Fig. 1: run 1, metal 1
Scale bar: 20 microns. Supply wires on this layer in gray.
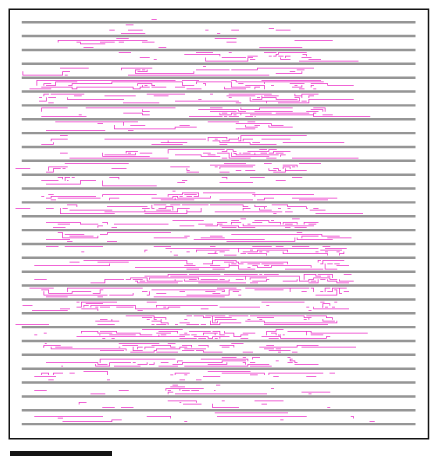
Fig. 2: run 1, routing congestion
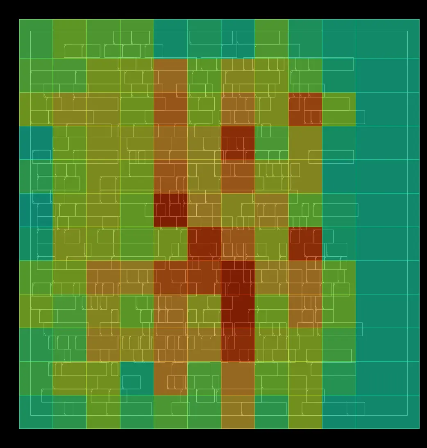
Fig. 3: run 1, close-up of the layout
Scale bar: 10 microns. Region (42, 1) to (82, 41) microns. Cells in gray, sequential cells in the stronger gray; small squares are vias.
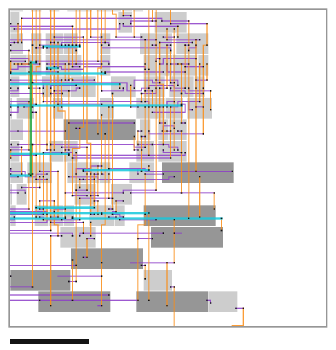
### config.mk
export PLATFORM = sky130hd
export DESIGN_NAME = pe_array_seq_ctrl
export DESIGN_NICKNAME = d
export VERILOG_FILES = /design/src/rtl/pe_array_seq_ctrl.sv
export SDC_FILE = /design/constraint.sdc
export NUM_CORES = 1
export LEC_CHECK = 0
export CAP_MARGIN = 15
export CORE_AREA = 2 2 80 82
export CTS_CLUSTER_DIAMETER = 80
export CTS_CLUSTER_SIZE = 40
export DETAILED_ROUTE_END_ITERATION = 10
export DIE_AREA = 0 0 82 84
export HOLD_SLACK_MARGIN = 0.05
export MAX_ROUTING_LAYER = met4
export SLEW_MARGIN = 0
export SYNTH_ARGS = -nofsm -noshare
export SYNTH_HDL_FRONTEND = slang
export SYNTH_SLANG_ARGS = --single-unit
### constraint.sdc
create_clock -name clk -period 7.25 [get_ports clk]
set_input_delay 1.0875 -clock clk [delete_from_list [all_inputs] [get_ports clk]]
set_output_delay 1.0875 -clock clk [all_outputs]
set_load 0.005 [all_outputs]
### src/rtl/pe_array_seq_ctrl.sv
// Control sideband sequencer for the unary-temporal systolic PE array: per tile it
// clears, loads weights, then runs num_mac unary MAC windows of C cycles each.
module pe_array_seq_ctrl #(
    parameter int IWIDTH = 8,
    parameter int NWIDTH = 8
) (
    input  logic              clk,
    input  logic              rst_n,
    input  logic              start,
    input  logic              abort,
    input  logic [NWIDTH-1:0] cfg_num_mac,
    input  logic [IWIDTH-1:0] cfg_cycles,
    output logic              busy,
    output logic              done,
    output logic              en_i,
    output logic              clr_i,
    output logic              en_w,
    output logic              clr_w,
    output logic              en_o,
    output logic              clr_o,
    output logic              mac_done
);

    typedef enum logic [2:0] {IDLE, CLR, WLOAD, INIT, RUN, DONE} state_t;

    localparam logic [IWIDTH-1:0] FULL_WINDOW = {1'b1, {(IWIDTH-1){1'b0}}};

    // Zero means "full window"; anything longer than a full window is clipped to it.
    function automatic logic [IWIDTH-1:0] sat_cycles(input logic [IWIDTH-1:0] cfg);
        if (cfg == '0 || cfg > FULL_WINDOW)
            return FULL_WINDOW;
        return cfg;
    endfunction

    state_t            state, state_d;
    logic [NWIDTH-1:0] num_mac, num_mac_d;
    logic [IWIDTH-1:0] cycles, cycles_d;
    logic [IWIDTH-1:0] cyc_cnt, cyc_cnt_d;
    logic [NWIDTH-1:0] mac_cnt, mac_cnt_d;
    logic [8:0]        outs_d;

    always_ff @(posedge clk or negedge rst_n) begin
        if (!rst_n) begin
            state   <= IDLE;
            num_mac <= '0;
            cycles  <= '0;
            cyc_cnt <= '0;
            mac_cnt <= '0;
        end else begin
            state   <= state_d;
            num_mac <= num_mac_d;
            cycles  <= cycles_d;
            cyc_cnt <= cyc_cnt_d;
            mac_cnt <= mac_cnt_d;
        end
    end

    always_comb begin
        state_d   = state;
        num_mac_d = num_mac;
        cycles_d  = cycles;
        cyc_cnt_d = cyc_cnt;
        mac_cnt_d = mac_cnt;
        if (abort) begin
            state_d   = IDLE;
            num_mac_d = '0;
            cycles_d  = '0;
            cyc_cnt_d = '0;
            mac_cnt_d = '0;
        end else begin
            case (state)
                IDLE: begin
                    if (start) begin
                        state_d   = CLR;
                        num_mac_d = cfg_num_mac;
                        cycles_d  = sat_cycles(cfg_cycles);
                    end
                end
                CLR: state_d = WLOAD;
                WLOAD: begin
                    if (num_mac == '0) begin
                        state_d = DONE;
                    end else begin
                        state_d   = INIT;
                        cyc_cnt_d = cycles - 1'b1;
                        mac_cnt_d = '0;
                    end
                end
                INIT: state_d = RUN;
                RUN: begin
                    if (cyc_cnt == '0) begin
                        mac_cnt_d = mac_cnt + 1'b1;
                        if (mac_cnt_d == num_mac) begin
                            state_d = DONE;
                        end else begin
                            state_d   = INIT;
                            cyc_cnt_d = cycles - 1'b1;
                        end
                    end else begin
                        cyc_cnt_d = cyc_cnt - 1'b1;
                    end
                end
                DONE: begin
                    state_d   = IDLE;
                    num_mac_d = '0;
                    cycles_d  = '0;
                    mac_cnt_d = '0;
                end
                default: state_d = IDLE;
            endcase
        end
    end

    // Outputs are decoded from the upcoming state so they register in step with it.
    always_comb begin
        outs_d = '0;
        case (state_d)
            CLR:     outs_d = 9'b1_0_0_1_0_1_0_1_0;
            WLOAD:   outs_d = 9'b1_0_0_0_1_0_0_0_0;
            INIT:    outs_d = 9'b1_0_1_0_0_0_0_0_0;
            RUN:     outs_d = {8'b1_0_0_0_0_0_1_0, cyc_cnt_d == '0};
            DONE:    outs_d = 9'b1_1_0_0_0_0_0_0_0;
            default: outs_d = '0;
        endcase
    end

    always_ff @(posedge clk or negedge rst_n) begin
        if (!rst_n)
            {busy, done, en_i, clr_i, en_w, clr_w, en_o, clr_o, mac_done} <= '0;
        else
            {busy, done, en_i, clr_i, en_w, clr_w, en_o, clr_o, mac_done} <= outs_d;
    end

endmodule
==> reports/metrics.yaml, run 1 <==
outcome:
  status: "finished clean"
floorplan:
  ioPinCount: 29
  die_h_microns: 84
  die_area_sq_mm: 0.00689
  nWellTaps: 77
  rows: 29
  coreArea_sq_mm: 0.00610
clock_network:
  clock_tree.buffer_depth: 2
  cts_htree_levels: 2
  post-cts-setup-buffer-count: 0
  cts.sinks: 42
  clkTransAtPathRegs_ns: 0.08
  cts_tree: "yes"
sta:
  fmax_mhz: 334
  grt_setup_unrepaired: "no"
  fin_skew_ns: 0.00810
  tightest_slew_ns: 0.953
  period_used_pct: 41.3
  setup_viol: 0
  timing.hold.ws_ns: 0.510
  min_period_ns: 2.99
  final_hold_viol_count: 0
  drv_slew: 0
  timing.slew.headroom_pct: 36.2
pwr:
  top_power_group: "sequential cells"
  clock_power_share_pct: 27.5
  p_total_w: 0.000798
  combPwrFrac_pct: 36.1
  peakVddDrop_mv: 0.140
  power_sequential_w: 0.000290
  clk-power_w: 0.000219
  powerDensity_mw_per_mm2: 262
  internal_power_w: 0.000514
  power.share.switching_pct: 35.6
flow_run:
  tool_warnings: 26
  maxCapViolations: 0
worst_setup_path:
  start_kind: "register"
  critPathMaxFanout: 13
  cp.arrival_ns: 3.16
  cpPeakStageDelay_ns: 0.63
  crit_buf_inv: 1
  cp_num_cells: 10
  crit_required_ns: 7.42
  worstPathCellList: "inv_1 -> ha_1 -> nand2b_1 -> nor3_2 -> nand2_1 -> a31oi_1 -> nor2_1 -> o22a_1 -> o2111ai_1 -> nor4_2"
  crit_start: "cyc_cnt[0]"
  critPathTopFamily: "simple AND/OR/NAND/NOR gates"
  reg2regPathDepth: 10
  worstReg2RegStart: "cyc_cnt[0]"
  r2r-end: "mac_done"
  crit_type: "reg -> reg"
  critPathCapture: "mac_done"
logic_synthesis:
  synth_cells: 283
  synthFlopType: "dfrtp_1"
  common_cells: "42 x dfrtp_1, 32 x nor2_1, 19 x nand2_1"
  yosysTopAreaCell: "dfrtp_1"
  syn_area_sq_mm: 0.00262
  synth-compound-area-share_pct: 22.2
  yosys_area_sq_mm: 0.00262
  synthAdderAreaFrac_pct: 1.43
  ys_top_logic_family: "simple AND/OR/NAND/NOR gates"
  yosysUniqueCellTypes: 58
  yosysMostFrequentCell: "dfrtp_1"
  async_flop_share_pct: 100
  synth_nets: 306
  edf_count: 0
routing:
  final_antenna_net_count: 0
  first_pass_iters: 4
  drc_errors: 0
  met2_length_microns: 2810
  drt-met1-wl_microns: 2930
  wl_per_cell_microns: 16.2
  route.vias.total: 2158
  wl_met3_microns: 311
global_route:
  grt_use_met2_pct: 29.0
  grt_pass1_wl_microns: 10700
  grtUsageMet3_pct: 3.90
  gr-total-overflow: 0
  antenna_found_initial: 0
  top_usage_layer: "met1"
  grt_util_met1_pct: 30.3
  grt_pass1_vias: 2106
  grt_max_degree: 43
hold_path:
  min_path_type: "reg -> reg"
  min-delay-start: "mac_cnt[7]"
  hold_end: "mac_cnt[7]"
cells_and_area:
  nonClkBufAreaFrac_pct: 9.04
  syn_to_final_growth_pct: 16.1
  fillerInstances: 593
  layout-drive-gt1-share_pct: 7.64
  stdcell_area_sq_mm: 0.00304
  logic_area_sq_mm: 0.00145
  n_all_buffers: 28
  clkCellAreaFrac_pct: 4.52
  seq_share_pct: 34.5
  clkbuf_count: 5
  layout_top_cell: "dfrtp_1"
  n_antenna_cell: 0
  nets: 323
  dominant_cells: "multi-input combinational cells"
placement:
  dpl_cell_area_sq_mm: 0.00291
  pre_cts_slack_ns: 4.01
  dp.final_hpwl_microns: 4570
  placed_cells: 370
  finalWeightedCongestion: 0.895
  portBuffers: 28
About Fig. 1:
wire length on this layer: 2,930 microns
nets with wire on the layer: 300
main direction: horizontal

About Fig. 2:
Final Util: 49.9%
GRT Total Usage: 20.5%

About Fig. 3:
| layer | color |
|---|---|
| met2 | orange |
| met3 | cyan |
| met4 | green |
| met1 | purple |
cells with their middle in the window: 65
netlist names of flops here include: cyc_cnt (6)
sequential cells in the window: 8
most frequent: nor2_1 (12), dfrtp_1 (8), nor3_1 (5)

==> run 2, diff against run 1 <==
Clock period 7.25 ns to 2.85 ns, I/O delays scaled along.
Fig. 4: run 2, logic cells by family
Scale bar: 20 microns.
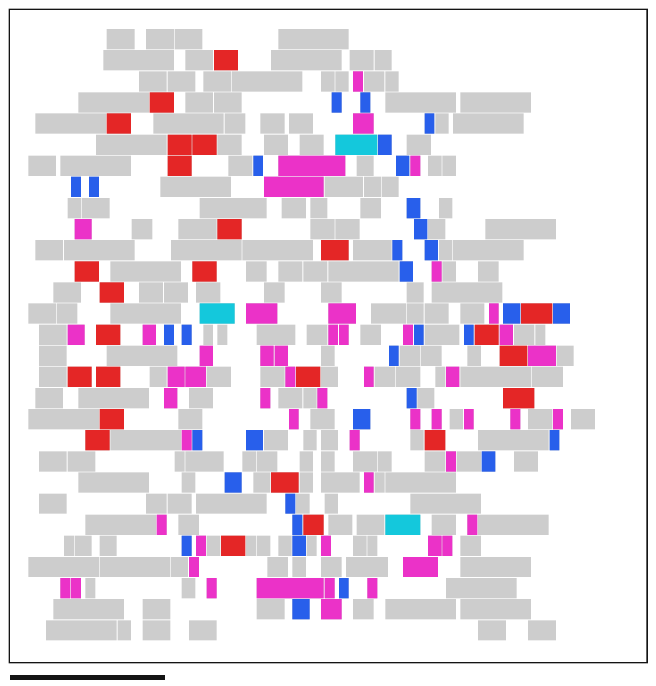
| family | color | cells | most used |
|---|---|---|---|
| adder and majority cells | cyan | 3 | ha_1 |
| NAND gates | blue | 33 | nand2_1 |
| NOR gates | magenta | 53 | nor2_1 |
| AND-OR and OR-AND gates | red | 25 | a22o_1 |

==> run 2 against run 1 <==
- clock power is 79% higher
- die size stayed put
- final cell count is 2.6% higher
- combinational power went up to 2.8 times the previous value
- fmax is 11% higher
- synthesized cell count stayed put
- area after synthesis stayed put
- non-clock buffer count is 10 higher
- critical endpoint is now busy
==> reports/metrics.yaml, run 2 <==
pwr:
  p_switching_w: 0.000728  # was 0.000284 W
  internal_power_w: 0.00119  # was 0.000514 W
  top_power_group: "combinational cells"  # was sequential cells
  clock_power_share_pct: 20.5  # was 27.5%
  pg_comb_w: 0.000798  # was 0.000288 W
  powerDensity_mw_per_mm2: 621  # was 262 mW/mm^2
  power_sequential_w: 0.000728  # was 0.000290 W
  clk-power_w: 0.000392  # was 0.000219 W
  p_total_w: 0.00192  # was 0.000798 W
  power.share.switching_pct: 37.9  # was 35.6%
  peakVddDrop_mv: 0.339  # was 0.140 mV
  combPwrFrac_pct: 41.6  # was 36.1%
worst_setup_path:
  worstReg2RegStart: "mac_cnt[0]"  # was cyc_cnt[0]
  end_kind: "register"  # unchanged
  crit_type: "reg -> reg"  # unchanged
  critPathMaxFanout: 7  # was 13
  reg2regPathDepth: 9  # was 10
  r2r-end: "busy"  # was mac_done
  crit_required_ns: 3.02  # was 7.42 ns
  crit_slowest_cell: "dfrtp_1"  # was nor3_2
  worstPathCellList: "ha_2 -> nand3_1 -> xor3_1 -> nor4b_4 -> a31oi_1 -> a21oi_1 -> or2_2 -> inv_1 -> or3_1"  # was inv_1 -> ha_1 -> nand2b_1 -> nor3_2 -> nand2_1 -> a31oi_1 -> nor2_1 -> o22a_1 -> o2111ai_1 -> nor4_2
  cp.arrival_ns: 2.86  # was 3.16 ns
  start_kind: "register"  # unchanged
  r2r_slack_ns: 0.16  # was 4.26 ns
  critPathTopFamily: "simple AND/OR/NAND/NOR gates"  # unchanged
  cp_num_cells: 9  # was 10
  cpPeakStageDelay_ns: 0.46  # was 0.63 ns
  crit_buf_inv: 1  # unchanged
  critPathCapture: "busy"  # was mac_done
  crit_start: "mac_cnt[0]"  # was cyc_cnt[0]
cells_and_area:
  layout-drive-gt1-share_pct: 11.6  # was 7.64%
  mostFrequentLayoutCells: "42 x dfrtp_1, 32 x nor2_1, 27 x clkdlybuf4s50_1"  # unchanged
  post-route-util_pct: 50.6  # was 49.9%
  layout_top_cell: "dfrtp_1"  # unchanged
  nets: 333  # was 323
  fin_cells: 388  # was 378
  dominant_cells: "multi-input combinational cells"  # unchanged
  seq_share_pct: 34.0  # was 34.5%
  n_all_buffers: 38  # was 28
  nNonClkInverters: 10  # unchanged
  clkCellAreaFrac_pct: 2.96  # was 4.52%
  fillerInstances: 598  # was 593
  nonClkBufAreaFrac_pct: 11.3  # was 9.04%
  clkbuf_count: 7  # was 5
  logic_area_sq_mm: 0.00146  # was 0.00145 sq mm
  seq_area_sq_mm: 0.00105  # unchanged
  stdcell_area_sq_mm: 0.00309  # was 0.00304 sq mm
  flops: 42  # unchanged
  syn_to_final_growth_pct: 17.7  # was 16.1%
  n_antenna_cell: 0  # unchanged
clock_network:
  post-cts-setup-buffer-count: 0  # unchanged
  cts.sinks: 42  # unchanged
  cts_htree_levels: 2  # unchanged
  clkTransAtPathRegs_ns: 0.08  # about the same
  cts_buffers: 5  # unchanged
  clock_latency_ns: 0.29  # was 0.30 ns
  clock_tree.buffer_depth: 2  # unchanged
  root_buffer: "clkbuf_8"  # unchanged
  cts_tree: "yes"  # unchanged
logic_synthesis:
  ys_sh_mux_pct: 0.382  # unchanged
  synth_cells: 283  # unchanged
  xor_share_pct: 8.25  # unchanged
  common_cells: "42 x dfrtp_1, 32 x nor2_1, 19 x nand2_1"  # unchanged
  synth_nets: 306  # unchanged
  synth_seq_share_pct: 40.1  # unchanged
  synth_stat.cells: 283  # unchanged
  ys_top_logic_family: "simple AND/OR/NAND/NOR gates"  # unchanged
  yosysMostFrequentCell: "dfrtp_1"  # unchanged
  area_leaders: "dfrtp_1 40%, a22o_1 5.0%, nor2_1 4.6%"  # unchanged
  yosys_area_sq_mm: 0.00262  # unchanged
  synthFlopType: "dfrtp_1"  # unchanged
  edf_count: 0  # unchanged
  yosysUniqueCellTypes: 58  # unchanged
  synthAdderAreaFrac_pct: 1.43  # unchanged
  async_flop_share_pct: 100  # unchanged
  synth-compound-area-share_pct: 22.2  # unchanged
  top_area_share_pct: 40.1  # unchanged
  yosysTopAreaCell: "dfrtp_1"  # unchanged
  syn_area_sq_mm: 0.00262  # unchanged
sta:
  timing.slew.headroom_pct: 32.4  # was 36.2%
  tightest_slew_ns: 1.01  # was 0.953 ns
  fmax_mhz: 372  # was 334 MHz
  drv_slew: 0  # unchanged
  period_used_pct: 94.3  # was 41.3%
  timing.hold.ws_ns: 0.274  # was 0.510 ns
  setup_viol: 0  # unchanged
  fin_tns_setup_ns: 0  # unchanged
  fin_skew_ns: 0.0109  # was 0.00810 ns
  grt_setup_unrepaired: "no"  # unchanged
  final_hold_viol_count: 0  # unchanged
  min_period_ns: 2.69  # was 2.99 ns
  setup_slack_ns: 0.163  # was 4.26 ns
floorplan:
  rows: 29  # unchanged
  ioPinCount: 29  # unchanged
  nWellTaps: 77  # unchanged
  die_area_sq_mm: 0.00689  # unchanged
  fp_util_pct: 43.0  # unchanged
  die_h_microns: 84  # unchanged
  coreArea_sq_mm: 0.00610  # unchanged
placement:
  placed_cells: 379  # was 370
  pre_cts_slack_ns: 0.100  # was 4.01 ns
  portBuffers: 28  # unchanged
  dpl_cell_area_sq_mm: 0.00297  # was 0.00291 sq mm
  dp.final_hpwl_microns: 4980  # was 4570 microns
  finalWeightedCongestion: 0.904  # was 0.895
routing:
  first_pass_iters: 4  # unchanged
  drt_wl_total_microns: 6560  # was 6120 microns
  drc_errors: 0  # unchanged
  wl_per_cell_microns: 16.9  # was 16.2 microns
  final_antenna_net_count: 0  # unchanged
  route.vias.total: 2242  # was 2,158
  drt-met1-wl_microns: 3130  # was 2930 microns
  top_layer: "met4"  # unchanged
  wl_met3_microns: 322  # was 311 microns
  drt_iter0_markers: 108  # was 161
  met2_length_microns: 2980  # was 2810 microns
global_route:
  gr-total-overflow: 0  # unchanged
  grt_util_all_layers_pct: 21.5  # was 20.5%
  grt_max_degree: 43  # unchanged
  grt_use_met2_pct: 31.5  # was 29.0%
  top_usage_layer: "met2"  # was met1
  antenna_found_initial: 0  # unchanged
  grt_pass1_wl_microns: 11200  # was 10,700 microns
  grtUsageMet3_pct: 3.03  # was 3.90%
  grt_util_met1_pct: 31.1  # was 30.3%
  grt_pass1_vias: 2267  # was 2,106
flow_run:
  tool_warnings: 26  # unchanged
  maxCapViolations: 0  # unchanged
outcome:
  status: "finished clean"  # unchanged
hold_path:
  min_path_type: "in -> async"  # was reg -> reg
==> run 3, diff against run 2 <==
Settings changed: MAX_ROUTING_LAYER met4 to not set.
Fig. 5: run 3, routing congestion
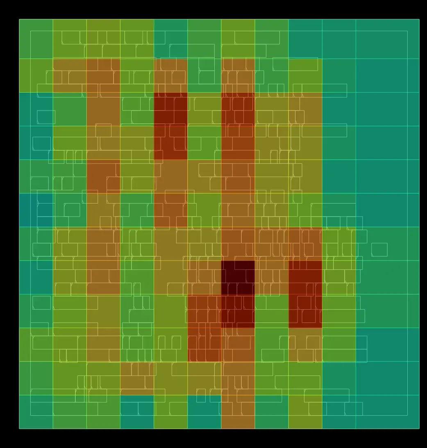
M1 GR Usage: 31.1%
met3 Track Usage GR: 3.35%
GRT Total Usage: 20.0%

==> run 3 against run 2 <==
- critical path type unchanged
- critical endpoint is now mac_done
- die size did not move
- cell area stayed put
- critical path depth is 1 higher
- largest power group unchanged
- core utilization did not move
- via count grew 2.1%
- global-route usage decreased by 1.5 points
- hold slack hardly changed
- power is 0.91% lower
- sequential power about the same
==> reports/metrics.yaml, run 3 <==
logic_synthesis:
  xor_share_pct: 8.25  # unchanged
  synthAdderAreaFrac_pct: 1.43  # unchanged
  common_cells: "42 x dfrtp_1, 32 x nor2_1, 19 x nand2_1"  # unchanged
  synth_cells: 283  # unchanged
  yosys_area_sq_mm: 0.00262  # unchanged
  async_flop_share_pct: 100  # unchanged
  ys_top_logic_family: "simple AND/OR/NAND/NOR gates"  # unchanged
  synth_nets: 306  # unchanged
  synthFlopType: "dfrtp_1"  # unchanged
  synth-compound-area-share_pct: 22.2  # unchanged
  area_leaders: "dfrtp_1 40%, a22o_1 5.0%, nor2_1 4.6%"  # unchanged
  yosysTopAreaCell: "dfrtp_1"  # unchanged
  syn_area_sq_mm: 0.00262  # unchanged
  synth_stat.cells: 283  # unchanged
  top_area_share_pct: 40.1  # unchanged
  yosysMostFrequentCell: "dfrtp_1"  # unchanged
worst_setup_path:
  cp.arrival_ns: 2.84  # was 2.86 ns
  crit_required_ns: 3.05  # was 3.02 ns
  reg2regPathDepth: 10  # was 9
  r2r_slack_ns: 0.21  # was 0.16 ns
  cpPeakStageDelay_ns: 0.46  # about the same
  crit_type: "reg -> reg"  # unchanged
  critPathCapture: "mac_done"  # was busy
  crit_buf_inv: 1  # unchanged
  end_kind: "register"  # unchanged
  critPathTopFamily: "simple AND/OR/NAND/NOR gates"  # unchanged
  cp_num_cells: 10  # was 9
  worstPathCellList: "ha_2 -> nand3_1 -> xor3_1 -> nor4b_4 -> buf_4 -> a31oi_1 -> o22a_2 -> nor4b_4 -> o2111ai_1 -> nor4_2"  # was ha_2 -> nand3_1 -> xor3_1 -> nor4b_4 -> a31oi_1 -> a21oi_1 -> or2_2 -> inv_1 -> or3_1
sta:
  setup_slack_ns: 0.215  # was 0.163 ns
  setup_viol: 0  # unchanged
  fmax_mhz: 379  # was 372 MHz
  tightest_slew_ns: 1.01  # about the same
  final_hold_viol_count: 0  # unchanged
  drv_slew: 0  # unchanged
  timing.hold.ws_ns: 0.275  # was 0.274 ns
  period_used_pct: 92.5  # was 94.3%
  fin_skew_ns: 0.00349  # was 0.0109 ns
clock_network:
  clkTransAtPathRegs_ns: 0.08  # about the same
  post-cts-setup-buffer-count: 0  # unchanged
  root_buffer: "clkbuf_8"  # unchanged
  cts_tree: "yes"  # unchanged
  clock_tree.buffer_depth: 2  # unchanged
  cts.sinks: 42  # unchanged
pwr:
  peakVddDrop_mv: 0.279  # was 0.339 mV
  power.share.switching_pct: 38.9  # was 37.9%
  powerDensity_mw_per_mm2: 616  # was 621 mW/mm^2
  internal_power_w: 0.00116  # was 0.00119 W
  power_sequential_w: 0.000727  # was 0.000728 W
  p_total_w: 0.00190  # was 0.00192 W
  p_switching_w: 0.000739  # was 0.000728 W
  clock_power_share_pct: 19.1  # was 20.5%
cells_and_area:
  fin_cells: 387  # was 388
  syn_to_final_growth_pct: 17.7  # unchanged
  clkCellAreaFrac_pct: 2.55  # was 2.96%
  dominant_cells: "multi-input combinational cells"  # unchanged
  nNonClkInverters: 10  # unchanged
  fillerInstances: 584  # was 598
  nonClkBufAreaFrac_pct: 11.3  # unchanged
  post-route-util_pct: 50.6  # unchanged
  mostFrequentLayoutCells: "42 x dfrtp_1, 32 x nor2_1, 27 x clkdlybuf4s50_1"  # unchanged
  flops: 42  # unchanged
  layout_top_cell: "dfrtp_1"  # unchanged
  n_all_buffers: 38  # unchanged
  seq_area_sq_mm: 0.00105  # unchanged
  clkbuf_count: 5  # was 7
routing:
  first_pass_iters: 4  # unchanged
  drt-met1-wl_microns: 3120  # was 3130 microns
  route.vias.total: 2290  # was 2,242
  drc_errors: 0  # unchanged
  final_antenna_net_count: 0  # unchanged
  drt_wl_total_microns: 6370  # was 6560 microns
  top_layer: "met4"  # unchanged
  wl_per_cell_microns: 16.5  # was 16.9 microns
outcome:
  status: "finished clean"  # unchanged
global_route:
  grt_use_met2_pct: 27.2  # was 31.5%
  grt_pass1_vias: 2127  # was 2,267
  grt_pass1_wl_microns: 10700  # was 11,200 microns
  top_usage_layer: "met1"  # was met2
placement:
  placed_cells: 379  # unchanged
  portBuffers: 28  # unchanged
  finalWeightedCongestion: 0.890  # was 0.904
  dp.final_hpwl_microns: 4810  # was 4980 microns
  dpl_cell_area_sq_mm: 0.00297  # unchanged
floorplan:
  die_area_sq_mm: 0.00689  # unchanged
  ioPinCount: 29  # unchanged
  nWellTaps: 77  # unchanged
  fp_util_pct: 43.0  # unchanged
flow_run:
  maxCapViolations: 0  # unchanged
No activity file was given, so power comes from the tool's default toggle rates.
